<file path="config.mk">
export PLATFORM = sky130hd
export DESIGN_NAME = inst_queue_flat
export DESIGN_NICKNAME = d
export VERILOG_FILES = /design/src/rtl/inst_queue_pkg.sv /design/src/rtl/inst_queue_if.sv /design/src/rtl/inst_queue_ptr_ctrl.sv /design/src/rtl/inst_queue.sv /design/src/flat_wrapper.sv
export SDC_FILE = /design/constraint.sdc
export NUM_CORES = 2
export LEC_CHECK = 0
export CORE_MARGIN = 2
export CORE_UTILIZATION = 29
export CTS_CLUSTER_DIAMETER = 120
export CTS_CLUSTER_SIZE = 24
export DETAILED_ROUTE_END_ITERATION = 7
export GPL_ROUTABILITY_DRIVEN = 0
export PLACE_DENSITY = 0.43
export SETUP_SLACK_MARGIN = 0.15
export SYNTH_ARGS = -nofsm -noshare
export SYNTH_HDL_FRONTEND = slang
export SYNTH_HIERARCHICAL = 1
export SYNTH_SLANG_ARGS = --single-unit
</file>
<file path="constraint.sdc">
create_clock -name clk -period 34.2 [get_ports clk]
set_input_delay 6.84 -clock clk [delete_from_list [all_inputs] [get_ports clk]]
set_output_delay 6.84 -clock clk [all_outputs]
set_load 0.02 [all_outputs]
</file>
<file path="src/rtl/inst_queue_pkg.sv">
// Shared types and helpers for the dual-issue instruction fetch queue.
// Optional bypass is selected by INST_QUEUE_BYPASS_EN.
package inst_queue_pkg;

    localparam int INST_W = 32;
    localparam int PC_W   = 32;

    typedef struct packed {
        logic [PC_W-1:0]   pc;
        logic [INST_W-1:0] inst;
    } iq_entry_t;

    // Pointer advance modulo the queue depth.
    function automatic int unsigned ptr_inc(input int unsigned ptr,
                                            input int unsigned n,
                                            input int unsigned depth);
        return (ptr + n) % depth;
    endfunction

endpackage

</file>
<file path="src/rtl/inst_queue_if.sv">
// Fetch-side and decode-side handshake bundle of the instruction queue.
interface inst_queue_if;

    logic        in_valid;
    logic        in_hi_valid;
    logic [63:0] in_data;
    logic [inst_queue_pkg::PC_W-1:0]   in_pc;
    logic        in_ready;

    logic        out_valid0;
    logic        out_valid1;
    logic [inst_queue_pkg::INST_W-1:0] out_inst0;
    logic [inst_queue_pkg::INST_W-1:0] out_inst1;
    logic [inst_queue_pkg::PC_W-1:0]   out_pc0;
    logic [inst_queue_pkg::PC_W-1:0]   out_pc1;
    logic [1:0]  out_pop;

    modport slave (
        input  in_valid, in_hi_valid, in_data, in_pc, out_pop,
        output in_ready, out_valid0, out_valid1, out_inst0, out_inst1, out_pc0, out_pc1
    );

    modport master (
        output in_valid, in_hi_valid, in_data, in_pc, out_pop,
        input  in_ready, out_valid0, out_valid1, out_inst0, out_inst1, out_pc0, out_pc1
    );

endinterface

</file>
<file path="src/rtl/inst_queue_ptr_ctrl.sv">
// Head/tail/occupancy bookkeeping for inst_queue: push acceptance, pop clamping, flush.
// INST_QUEUE_BYPASS_EN lets an empty queue hand incoming instructions straight to decode.
module iq_ptr_ctrl
    import inst_queue_pkg::*;
#(
    parameter  int DEPTH = 8,
    localparam int PTR_W = $clog2(DEPTH)
) (
    input  logic             clk,
    input  logic             rst,
    input  logic             flush,
    input  logic [1:0]       push_n,
    input  logic [1:0]       pop_req,
    output logic [PTR_W-1:0] head,
    output logic [PTR_W-1:0] tail,
    output logic [PTR_W:0]   count,
    output logic             in_ready,
    output logic             bypass,
    output logic [1:0]       wr_n,
    output logic [1:0]       wr_skip
);

    logic [1:0] push_acc;
    logic [1:0] avail;
    logic [1:0] pop_n;
    logic [1:0] q_pop;

    // Ready comes from registered occupancy only, so decode's pop never reaches fetch combinationally.
    always_comb begin
        in_ready = (DEPTH - int'(count)) >= 2;
        push_acc = (in_ready && !flush) ? push_n : 2'd0;
`ifdef INST_QUEUE_BYPASS_EN
        bypass   = (count == '0) && !flush;
`else
        bypass   = 1'b0;
`endif
        if (bypass)
            avail = push_acc;
        else if (count >= (PTR_W+1)'(2))
            avail = 2'd2;
        else
            avail = count[1:0];
        pop_n   = flush ? 2'd0 : ((pop_req > avail) ? avail : pop_req);
        wr_skip = bypass ? pop_n : 2'd0;
        q_pop   = bypass ? 2'd0 : pop_n;
        wr_n    = push_acc - wr_skip;
    end

    always_ff @(posedge clk or posedge rst) begin
        if (rst) begin
            head  <= '0;
            tail  <= '0;
            count <= '0;
        end else if (flush) begin
            head  <= '0;
            tail  <= '0;
            count <= '0;
        end else begin
            head  <= PTR_W'(ptr_inc(32'(head), 32'(q_pop), DEPTH));
            tail  <= PTR_W'(ptr_inc(32'(tail), 32'(wr_n), DEPTH));
            count <= count + (PTR_W+1)'(wr_n) - (PTR_W+1)'(q_pop);
        end
    end

endmodule

</file>
<file path="src/rtl/inst_queue.sv">
// Dual-issue instruction fetch queue between the I-cache and decode.
// Optional zero-latency bypass on an empty queue: define INST_QUEUE_BYPASS_EN.
module inst_queue
    import inst_queue_pkg::*;
#(
    parameter  int DEPTH = 8,
    localparam int PTR_W = $clog2(DEPTH)
) (
    input  logic           clk,
    input  logic           rst,
    input  logic           flush,
    inst_queue_if.slave    bus,
    output logic [PTR_W:0] count
);

    iq_entry_t        mem [DEPTH];
    iq_entry_t        in_lo;
    iq_entry_t        in_hi;
    iq_entry_t        first;
    iq_entry_t        slot0;
    iq_entry_t        slot1;
    logic [PTR_W-1:0] head;
    logic [PTR_W-1:0] tail;
    logic [PTR_W-1:0] head_p1;
    logic [PTR_W-1:0] tail_p1;
    logic [1:0]       push_n;
    logic [1:0]       wr_n;
    logic [1:0]       wr_skip;
    logic             in_ready;
    logic             bypass;

    assign push_n  = bus.in_valid ? (bus.in_hi_valid ? 2'd2 : 2'd1) : 2'd0;
    assign in_lo   = {bus.in_pc, bus.in_data[31:0]};
    assign in_hi   = {bus.in_pc + 32'd4, bus.in_data[63:32]};
    assign first   = (wr_skip == 2'd0) ? in_lo : in_hi;
    assign head_p1 = PTR_W'(ptr_inc(32'(head), 32'd1, DEPTH));
    assign tail_p1 = PTR_W'(ptr_inc(32'(tail), 32'd1, DEPTH));
    assign bus.in_ready = in_ready;

    iq_ptr_ctrl #(.DEPTH(DEPTH)) u_ptr (
        .clk      (clk),
        .rst      (rst),
        .flush    (flush),
        .push_n   (push_n),
        .pop_req  (bus.out_pop),
        .head     (head),
        .tail     (tail),
        .count    (count),
        .in_ready (in_ready),
        .bypass   (bypass),
        .wr_n     (wr_n),
        .wr_skip  (wr_skip)
    );

    // Only instructions not already taken by decode through the bypass are stored.
    always_ff @(posedge clk or posedge rst) begin
        if (rst) begin
            for (int i = 0; i < DEPTH; i++)
                mem[i] <= '0;
        end else begin
            if (wr_n != 2'd0)
                mem[tail] <= first;
            if (wr_n == 2'd2)
                mem[tail_p1] <= in_hi;
        end
    end

    always_comb begin
        slot0          = mem[head];
        slot1          = mem[head_p1];
        bus.out_valid0 = (count != '0);
        bus.out_valid1 = (count >= (PTR_W+1)'(2));
        if (bypass) begin
            slot0          = in_lo;
            slot1          = in_hi;
            bus.out_valid0 = bus.in_valid;
            bus.out_valid1 = bus.in_valid & bus.in_hi_valid;
        end
        bus.out_inst0 = slot0.inst;
        bus.out_pc0   = slot0.pc;
        bus.out_inst1 = slot1.inst;
        bus.out_pc1   = slot1.pc;
    end

endmodule
</file>
<file path="src/flat_wrapper.sv">
// flat-port wrapper written by rule: the top's interface ports become plain ports
module inst_queue_flat import inst_queue_pkg::*;
#(
    parameter  int DEPTH = 8,
    localparam int PTR_W = $clog2(DEPTH)
)
  (clk, rst, flush, count, bus_in_valid, bus_in_hi_valid, bus_in_data, bus_in_pc, bus_out_pop, bus_in_ready, bus_out_valid0, bus_out_valid1, bus_out_inst0, bus_out_inst1, bus_out_pc0, bus_out_pc1);
  inst_queue_if bus_i ();
  input  logic clk;
  input  logic rst;
  input  logic flush;
  output logic [PTR_W:0] count;
  input wire logic [$bits(bus_i.in_valid)-1:0] bus_in_valid;
  input wire logic [$bits(bus_i.in_hi_valid)-1:0] bus_in_hi_valid;
  input wire logic [$bits(bus_i.in_data)-1:0] bus_in_data;
  input wire logic [$bits(bus_i.in_pc)-1:0] bus_in_pc;
  input wire logic [$bits(bus_i.out_pop)-1:0] bus_out_pop;
  output wire logic [$bits(bus_i.in_ready)-1:0] bus_in_ready;
  output wire logic [$bits(bus_i.out_valid0)-1:0] bus_out_valid0;
  output wire logic [$bits(bus_i.out_valid1)-1:0] bus_out_valid1;
  output wire logic [$bits(bus_i.out_inst0)-1:0] bus_out_inst0;
  output wire logic [$bits(bus_i.out_inst1)-1:0] bus_out_inst1;
  output wire logic [$bits(bus_i.out_pc0)-1:0] bus_out_pc0;
  output wire logic [$bits(bus_i.out_pc1)-1:0] bus_out_pc1;
  assign bus_i.in_valid = bus_in_valid;
  assign bus_i.in_hi_valid = bus_in_hi_valid;
  assign bus_i.in_data = bus_in_data;
  assign bus_i.in_pc = bus_in_pc;
  assign bus_i.out_pop = bus_out_pop;
  assign bus_in_ready = bus_i.in_ready;
  assign bus_out_valid0 = bus_i.out_valid0;
  assign bus_out_valid1 = bus_i.out_valid1;
  assign bus_out_inst0 = bus_i.out_inst0;
  assign bus_out_inst1 = bus_i.out_inst1;
  assign bus_out_pc0 = bus_i.out_pc0;
  assign bus_out_pc1 = bus_i.out_pc1;
  inst_queue #(.DEPTH(DEPTH)) u_core (.clk(clk), .rst(rst), .flush(flush), .bus(bus_i), .count(count));
endmodule
</file>
==> images/final_clocks.png <==
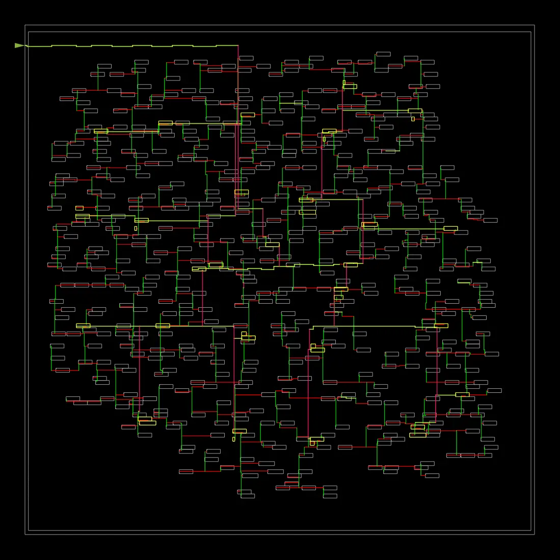
Clock group: 0.405 mW
Num CTS Buffers: 27
Worst Skew: 0.0231 ns
Flops: 522
CTS sink count: 522

==> images/met2.png <==
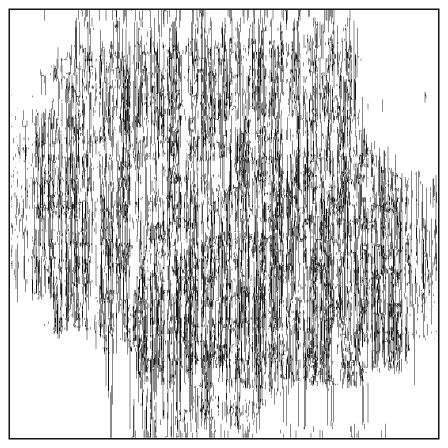
The layer holds 46% of the routed length. The wires run mostly vertical. 2,666 nets have wire on it.

==> impl_metrics.yaml <==
# physical design summary
yosys:
  synth-edff-count: 0
  synthArstFlopShare: 1.00
  synth_cell_types: 74
  top_cells_by_area: "dfrtp_1, mux4_2, nor2_1"
  syn_inst: 3443
  synth_flops: 522
  synthesis.area_um2: 33100
  ys_seq_share: 0.395
  yosysTopAreaCellShare: 0.395
  ys_cells: 3443
  synthFlopType: "dfrtp_1"
  yosys_area_um2: 33100
  largest_area_cell: "dfrtp_1"
  syn_area_per_cell_um2: 9.61
  yosys_warnings: 6
power_and_ir_drop:
  switching_share: 0.397
  combinationalPowerShare: 0.507
  p_int_mw: 1.73
  ir_worst_vdd_mv: 0.0483
  power.density_nw_per_um2: 76.9
  p_clk_frac: 0.141
  p_leak_nw: 14.4
  power.switching_mw: 1.14
  p_total_mw: 2.87
  sequentialPowerShare: 0.353
worst_setup_path:
  crit_type: "reg2out"
  ff2ff_setup_slack_ns: 29.00
  cp.arrival_ns: 5.12
  reg2reg_from: "u_core/u_ptr/count[1]$_DFF_PP0_"
  crit_required_ns: 27.36
  start_kind: "flop"
  worstPathMaxFanout: 105
  cp-end-kind: "output port"
  reg2reg_depth: 11
  rr_endpoint: "u_core/mem[423]$_DFF_PP0_"
place:
  dpl_worst_slack_ns: 22.89
  dp_hpwl_mm: 82.6
  io_buffers: 237
  placed_cells: 4859
  dpl_cell_area_um2: 36500
final_timing:
  rsz0062_at_grt: "false"
  hold_viol_final: 0
  relSlewSlack: 0.121
  finalCritPeriodShare: 0.350
  post-route-min-period_ns: 11.96
  timing.hold.ws_ns: 0.503
  postLayoutSetupSlackWorst_ns: 22.24
  max_freq_ghz: 0.0836
  fin_setup_tns_ns: 0
  slew_violations: 0
  tightest_slew_ns: 1.32
  setup_viol: 0
outcome:
  status: "finished, final reports clean"
cts:
  cts_resized: 0
  cts.path.max_buffers: 3
  clkLatencyLatePin_ns: 0.63
  cts_hold_buf: 0
  post-cts-setup-buffers: 0
  clock_tree.root_cell: "clkbuf_16"
  clk_pin_slew_worst_paths_ns: 0.12
  cts_tree: "yes"
  htreeDepth: 1
finish:
  final_cells: 4902
  lay_top_cells: "nor2_1, dfrtp_1, o22ai_1"
  drive_above_1_share: 0.140
  fin_util: 0.331
  fin_nets: 3512
  num-fill-cells: 11466
  area_growth_pct: 12.9
  lay_top_count: "nor2_1"
  final_area_um2: 37400
drt:
  wl_per_cell_um: 29.6
  wirelength_mm: 145
  drt_pass1_iterations: 6
  final_antenna_net_count: 0
  drt_iter0_markers: 3156
  via_per_inst: 6.00
  via_count: 29389
  drcViolationCount: 0
worst_hold_path:
  min_from: "u_core/mem[96]$_DFF_PP0_"
  hold_end: "u_core/mem[96]$_DFF_PP0_"
  hold_depth: 2
  hp-class: "reg2reg"
run:
  drv_cap: 0
  warning_count: 42
grt:
  grt_first_pass_wirelength_mm: 211
  grt.total_usage: 0.243
  grt_max_degree: 257
  grt_pass1_vias: 28696
  antenna_found_initial: 3
  grt-ovfl-total: 0
die:
  die_h_um: 342
  num_rows: 123
  io-pin-count: 238
  fp_util: 0.293
  die_area_um2: 117000
  core_um2: 113000
  chipWidth_um: 342
==> images/drive_strength.png <==
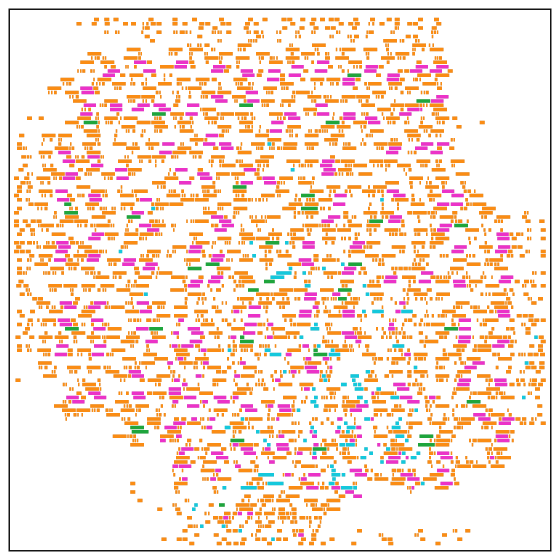
drive 2: in magenta, cells 336, most used mux4_2. drive 6 and up: in green, cells 37, most used clkbuf_16. drive 1 or less: in orange, cells 2,923, most used nor2_1. drive 3 to 4: in cyan, cells 104, most used buf_4.

==> images/cell_classes.png <==
Scale bar: 100 µm. Fill, decap, tap and diode cells in grey.
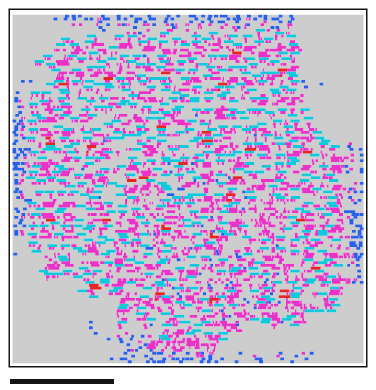
other buffers and delay cells: in blue, cells 305. flip-flops: in cyan, cells 522. all other logic: in magenta, cells 2,532. clock drivers and dummy loads: in red, cells 41.

## layout make-up
cell class	count	area, µm²	share of cell area
Multi-Input combinational cell	2494	18500	0.495
Clock inverter	8	136	0.00365
Clock buffer	33	708	0.0189
Inverter	38	150	0.00402
Timing Repair Buffer	305	2910	0.0778
Antenna cell	2	5.00	0.000134
Sequential cell	522	13100	0.350
Tap cell	1500	1880	0.0502
## cells in the mapped netlist (5+ instances only)
master / number
and4_1: 8
o22ai_1: 381
a2111oi_1: 7
nand4_1: 15
and3_1: 15
dfrtp_1: 522
nand2_1: 234
a221oi_1: 61
o21ai_1: 9
nor2_1: 702
nor3_2: 7
o221a_2: 43
a21o_1: 6
o21ai_0: 222
a211oi_1: 34
mux2i_1: 107
mux4_2: 256
clkinv_1: 5
xnor2_1: 28
or2_1: 7
buf_4: 7
xor2_1: 5
a21oi_1: 169
inv_1: 33
ha_1: 17
clkbuf_1: 227
nor4_1: 7
nor2b_1: 31
buf_1: 49
nand3_1: 15
nor3_1: 31
buf_2: 105
## layer usage
| metal | global-route usage | vias to the layer above | wire length [µm] |
|---|---|---|---|
| li1 | - | 12625 | - |
| met2 | 0.387 | 1261 | 67100 |
| met4 | 0.0625 | 0 | 3890 |
| met3 | 0.0355 | 211 | 10100 |
| met5 | 0 | - | 0 |
| met1 | 0.345 | 15292 | 64100 |
## worst max path at each step
stage | start | to | slack, ns | depth (start not counted)
after global routing | u_core/u_ptr/head[1]$_DFF_PP0_ | bus_out_pc1[1] | 22.06 | 7
after floorplan | rst | u_core/mem[0]$_DFF_PP0_ | 13.06 | 1
after global placement | bus_in_valid | u_core/mem[423]$_DFF_PP0_ | 22.93 | 10
after detailed placement | bus_in_valid | u_core/mem[421]$_DFF_PP0_ | 22.89 | 10
final | u_core/u_ptr/head[1]$_DFF_PP0_ | bus_out_pc1[13] | 22.24 | 6
after CTS | u_core/u_ptr/head[1]$_DFF_PP0_ | bus_out_pc1[13] | 22.23 | 6
## critical path, cell delays in order, from the launching register on
cell,delay [ns]
dfrtp_4,0.79
ha_4,0.81
buf_12,0.84
mux4_2,0.38
mux2i_1,0.07
o21ai_0,0.76
clkdlybuf4s50_1,0.78
## power groups by stage
| stage | sequential [mW] | clock (mW) | combinational [mW] |
|---|---|---|---|
| finish | 1.01 | 0.405 | 1.46 |
| detailed placement | 1.02 | 0 | 1.46 |
| global placement | 1.02 | 0 | 1.45 |
| global route | 1.04 | 0.436 | 1.57 |
| floorplan | 0.946 | 0 | 1.04 |
| CTS | 1.01 | 0.418 | 1.47 |
## sequential cells by signal, summed over array words and instances (netlist names)
| register | flops |
|---|---|
| u_core/mem | 512 |
| u_core/u_ptr/count | 4 |
| u_core/u_ptr/head | 3 |
| u_core/u_ptr/tail | 3 |
## cells by family (layout without fill, tap and decap cells)
logic type | count (synthesis) | count (layout) | share of synthesized area
XOR/XNOR | 35 | 35 | 0.00971
buffers and inverters | 429 | 384 | 0.0535
flip-flops | 522 | 522 | 0.395
adder cells (fa/ha/maj) | 21 | 21 | 0.00884
other | 1 | 5 | 0.000113
multiplexers | 367 | 367 | 0.208
AND/OR/NAND/NOR | 1107 | 1107 | 0.143
AND-OR/OR-AND | 961 | 961 | 0.183
Power figures rest on the tool's default switching activity, not on a simulated workload.
